Congestion heat map:
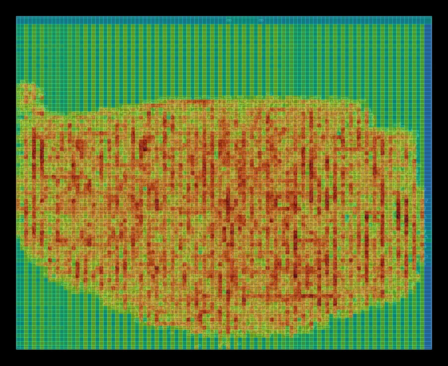
Cell classes on the final placement:
Scale bar: 200 µm.
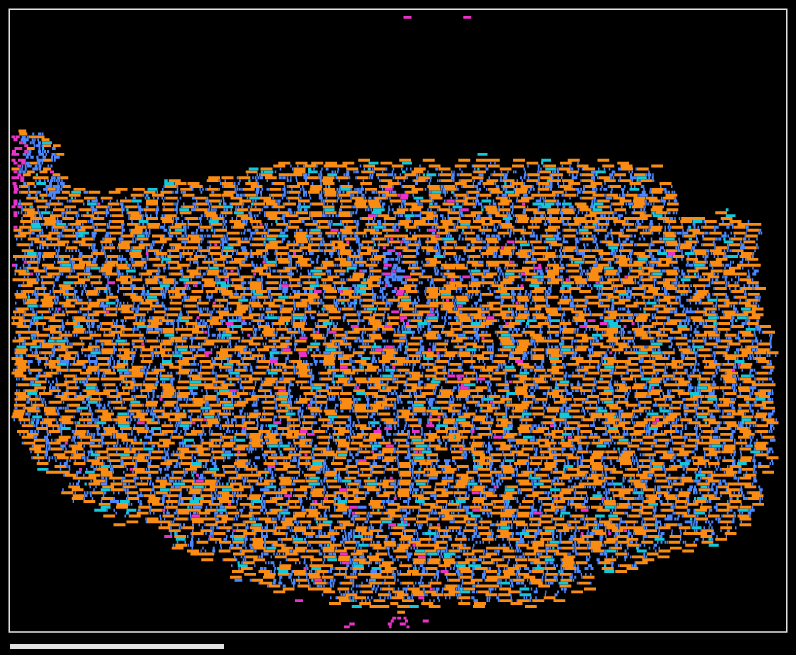
[config.mk]
export PLATFORM = sky130hd
export DESIGN_NAME = hub75_panel_receiver
export DESIGN_NICKNAME = d
export VERILOG_FILES = /design/src/rtl/hub75_pkg.sv /design/src/rtl/rise_detect.sv /design/src/rtl/hub75_panel_receiver.sv
export SDC_FILE = /design/constraint.sdc
export NUM_CORES = 2
export LEC_CHECK = 0
export ABC_AREA = 1
export CORE_ASPECT_RATIO = 0.8
export CORE_UTILIZATION = 35
export DETAILED_ROUTE_END_ITERATION = 12
export SLEW_MARGIN = 5
export SYNTH_ARGS = -nofsm -noshare
export SYNTH_HDL_FRONTEND = slang
export SYNTH_HIERARCHICAL = 1
export SYNTH_SLANG_ARGS = --single-unit
[constraint.sdc]
create_clock -name clk -period 10.6 [get_ports clk]
set_input_delay 3.18 -clock clk [delete_from_list [all_inputs] [get_ports clk]]
set_output_delay 3.18 -clock clk [all_outputs]
set_load 0.03 [all_outputs]
[src/rtl/hub75_pkg.sv]
// Shared pixel types and default panel geometry for the HUB75 panel receiver.
package hub75_pkg;

  localparam int PANEL_COLS = 32;
  localparam int PANEL_ROWS = 32;

  typedef struct packed {
    logic r;
    logic g;
    logic b;
  } pixel_t;

  typedef struct packed {
    pixel_t upper;
    pixel_t lower;
  } pixel_pair_t;

endpackage

[src/rtl/rise_detect.sv]
// Rising-edge detector for a level input synchronous to clk.
// Stays quiet for the first cycle after reset so an already-high input is not reported as an edge.
module rise_detect (
  input  logic clk,
  input  logic reset,
  input  logic in_i,
  output logic rise_o
);

  logic in_q;
  logic armed_q;

  always_ff @(posedge clk) begin
    if (reset) begin
      in_q    <= 1'b0;
      armed_q <= 1'b0;
    end else begin
      in_q    <= in_i;
      armed_q <= 1'b1;
    end
  end

  assign rise_o = in_i & ~in_q & armed_q;

endmodule

[src/rtl/hub75_panel_receiver.sv]
// Panel end of a HUB75 link: shifts colour pairs on sclk rise, commits a row pair on lat rise,
// exposes a 1-cycle registered read port, shift/blank counters and sticky protocol-error flags.
module hub75_panel_receiver
  import hub75_pkg::*;
#(
  parameter  int COLS   = PANEL_COLS,
  parameter  int ROWS   = PANEL_ROWS,
  localparam int ADDR_W = $clog2(ROWS/2),
  localparam int ROW_W  = $clog2(ROWS),
  localparam int COL_W  = $clog2(COLS),
  localparam int CNT_W  = COL_W + 1
) (
  input  logic              clk,
  input  logic              reset,
  input  logic              sclk,
  input  logic [2:0]        LED1,
  input  logic [2:0]        LED2,
  input  logic              lat,
  input  logic              oe_n,
  input  logic [ADDR_W-1:0] addr,
  input  logic [ROW_W-1:0]  rd_row,
  input  logic [COL_W-1:0]  rd_col,
  output logic [2:0]        rd_data,
  output logic [CNT_W-1:0]  shift_count,
  output logic              latch_ok,
  output logic              err_short,
  output logic              err_long,
  output logic              frame_done,
  output logic [15:0]       blank_cycles
);

  localparam logic [CNT_W-1:0] CNT_FULL = CNT_W'(COLS);
  localparam logic [CNT_W-1:0] CNT_SAT  = CNT_W'(COLS + 1);

  logic sclk_rise;
  logic lat_rise;

  rise_detect u_sclk_rise (.clk(clk), .reset(reset), .in_i(sclk), .rise_o(sclk_rise));
  rise_detect u_lat_rise  (.clk(clk), .reset(reset), .in_i(lat),  .rise_o(lat_rise));

  pixel_pair_t      sr_q    [COLS];
  pixel_t           store_q [ROWS][COLS];
  pixel_t           rd_data_q;
  logic [CNT_W-1:0] cnt_q, cnt_d;
  logic [15:0]      blank_q, blank_d;
  logic             latch_ok_q, frame_done_q, err_short_q, err_long_q;

  logic             commit;
  logic [ROW_W-1:0] row_up, row_dn;

  assign commit = lat_rise && (cnt_q == CNT_FULL);
  assign row_up = ROW_W'(addr);
  assign row_dn = ROW_W'(addr) + ROW_W'(ROWS/2);

  // A latch restarts the count; a coincident sclk rise is the first shift of the next row.
  always_comb begin
    cnt_d = cnt_q;
    if (lat_rise) begin
      cnt_d = sclk_rise ? CNT_W'(1) : '0;
    end else if (sclk_rise && cnt_q != CNT_SAT) begin
      cnt_d = cnt_q + CNT_W'(1);
    end
  end

  always_comb begin
    blank_d = blank_q;
    if (oe_n && blank_q != 16'hFFFF) begin
      blank_d = blank_q + 16'd1;
    end
  end

  always_ff @(posedge clk) begin
    if (reset) begin
      for (int i = 0; i < COLS; i++) begin
        sr_q[i] <= '0;
      end
      for (int r = 0; r < ROWS; r++) begin
        for (int c = 0; c < COLS; c++) begin
          store_q[r][c] <= '0;
        end
      end
      rd_data_q    <= '0;
      cnt_q        <= '0;
      blank_q      <= '0;
      latch_ok_q   <= 1'b0;
      frame_done_q <= 1'b0;
      err_short_q  <= 1'b0;
      err_long_q   <= 1'b0;
    end else begin
      cnt_q        <= cnt_d;
      blank_q      <= blank_d;
      latch_ok_q   <= commit;
      frame_done_q <= commit && (addr == ADDR_W'(ROWS/2 - 1));
      err_short_q  <= err_short_q | (lat_rise && cnt_q < CNT_FULL);
      err_long_q   <= err_long_q  | (lat_rise && cnt_q > CNT_FULL);
      rd_data_q    <= store_q[rd_row][rd_col];
      if (sclk_rise) begin
        sr_q[0] <= {LED1, LED2};
        for (int i = 1; i < COLS; i++) begin
          sr_q[i] <= sr_q[i-1];
        end
      end
      // Commit reads the pre-shift register, so a coincident shift never leaks in.
      if (commit) begin
        for (int c = 0; c < COLS; c++) begin
          store_q[row_up][c] <= sr_q[c].upper;
          store_q[row_dn][c] <= sr_q[c].lower;
        end
      end
    end
  end

  assign rd_data      = rd_data_q;
  assign shift_count  = cnt_q;
  assign latch_ok     = latch_ok_q;
  assign frame_done   = frame_done_q;
  assign err_short    = err_short_q;
  assign err_long     = err_long_q;
  assign blank_cycles = blank_q;

endmodule

==> results.ini <==
[run_status]
outcome = complete, no violations

[timing]
worst_pin_slew_ns = 1.31
fin_worst_skew_ns = 0.0913
slew_viol_final = 0
rsz0062_at_grt = no
timing.hold.ws_ns = 0.497
fin_setup_tns_ns = 0
fmax_ghz = 0.138
hold_viol_final = 0

[synthesis]
ys_sh_mux = 0
syn_nets = 14335
xor_share = 0
ys_sh_simple = 0.265
postSynthCellCount = 14306
postSynthSeqShare = 0.676
aoi_share = 0.00751
top_cell = nor2_1
async_reset_ff_frac = 0
edf_count = 3264
ff_type = edfxtp_1
syn_area_um2 = 146000
ys_warn_count = 6
yosys.area_share.adder = 0.000343
synth.top_cells.by_count = nor2_1, edfxtp_1, nand2_1, nand3_1, buf_2
top_area_frac = 0.672

[flow_run]
drv_cap = 0
warnings = 101

[cells_and_area]
dominant_cells = flip-flops and latches
layout.cells.non_filler = 19440
antenna_cells = 4
flop-count = 3297
top_register = store_q
drive_gt1_frac = 0.0494
nNonClkBuffers = 246
inv_count = 269
combGateArea_um2 = 40000

[power_and_ir_drop]
p_seq_frac = 0.524
power_frac_comb = 0.077
p_leak_nw = 57.8
internal_power_mw = 21.4
swShare = 0.247

[clock_network]
cts_hold_buf = 0
cts_tree = built
post_cts_buffers = 0
clk_pin_slew_ns = 0.06
root_buffer = clkbuf_16
htreeDepth = 5

[route]
wl_per_cell_um = 24.5
route.detailed.drc = 0
first_pass_iters = 9
top_layer = met5

[hold_path]
min_path_type = reg -> reg

[critical_path]
worstPathMaxFanout = 42
cp-end-kind = flip-flop
worstSetupPathType = in -> reg
r2r-start = shift_count[0]

[placed_design]
numPortBuffers = 53
dp_worst_setup_slack_ns = 2.46

[die]
tap_cells = 5538
fp.dieArea_um2 = 419000
fp.dieH_um = 579

Notes on 'congestion heat map' above:
met1 usage: 0.319
met3 global-route usage: 0.0395
Finished Core Util: 0.385

Notes on 'cell classes on the final placement' above:
legend:
  magenta:
    class: other buffers and delay cells
    cells: 246
  orange:
    class: flip-flops
    cells: 3297
  blue:
    class: all other logic
    cells: 9781
  cyan:
    class: clock drivers and dummy loads
    cells: 574
flop share of the area: 0.618
row cnt: 211
core area: 414000 µm²
Design Area, Final: 160000 µm²

cells in the final DEF, fill, tap and decap left out, types with 4 or more instances in the layout:
cell and instances:
edfxtp_1 3264, nand2_1 2946, buf_12 77, o21ai_0 112, inv_1 74, clkinv_1 256
nand3_1 2907, diode_2 4, nand2_4 34, ha_1 4, nor3_2 5, clkinv_2 62
nor2_1 3392, o21ai_1 4, buf_4 118, dfxtp_1 33, inv_6 10, clkbuf_1 70
bufinv_16 18, clkbuf_16 331, o22ai_1 43, nor3_1 11, clkinv_8 4, clkdlybuf4s50_1 44
a21oi_1 39
final timing paths:
kind | slack, ns | depth (start not counted) | to
min | 0.50 | 2 | blank_cycles[15]
max | 3.37 | 12 | store_q[5][2]
max reg2reg | 5.62 | 10 | store_q[29][79]
min reg2reg | 0.50 | 2 | blank_cycles[15]
cell families after synthesis:
family,Yosys count
flops,3297
simple gates,9303
buf+inv,1497
compound gates,205
fa+ha+maj,4
power groups by stage:
stage / sequential [mW] / clock (mW) / combinational, mW
final: 14.9 / 11.3 / 2.20
after global routing: 14.9 / 11.9 / 2.33
after CTS: 14.9 / 11.4 / 2.16
after detailed placement: 15.1 / 0 / 2.16
after global placement: 15.1 / 0 / 2.14
after floorplan: 15.2 / 0 / 1.31
worst max-delay path, stage by stage:
cell and delay, ns:
clkdlybuf4s50_1 0.48, nand2_1 0.07, nor2_2 0.14, inv_1 0.11, nor2_1 0.15, inv_1 0.07
nor2_1 0.27, inv_1 0.35, nor3_2 0.58, nand2_4 0.58, nand2_4 0.92, buf_4 0.72
per-layer routing:
layer / vias to the layer above / track usage
li1: 47068 / -
met1: 52632 / 0.319
met2: 6466 / 0.338
met3: 834 / 0.0395
met4: 2 / 0.0657
met5: - / 0
Power figures rest on the tool's default switching activity, not on a simulated workload.
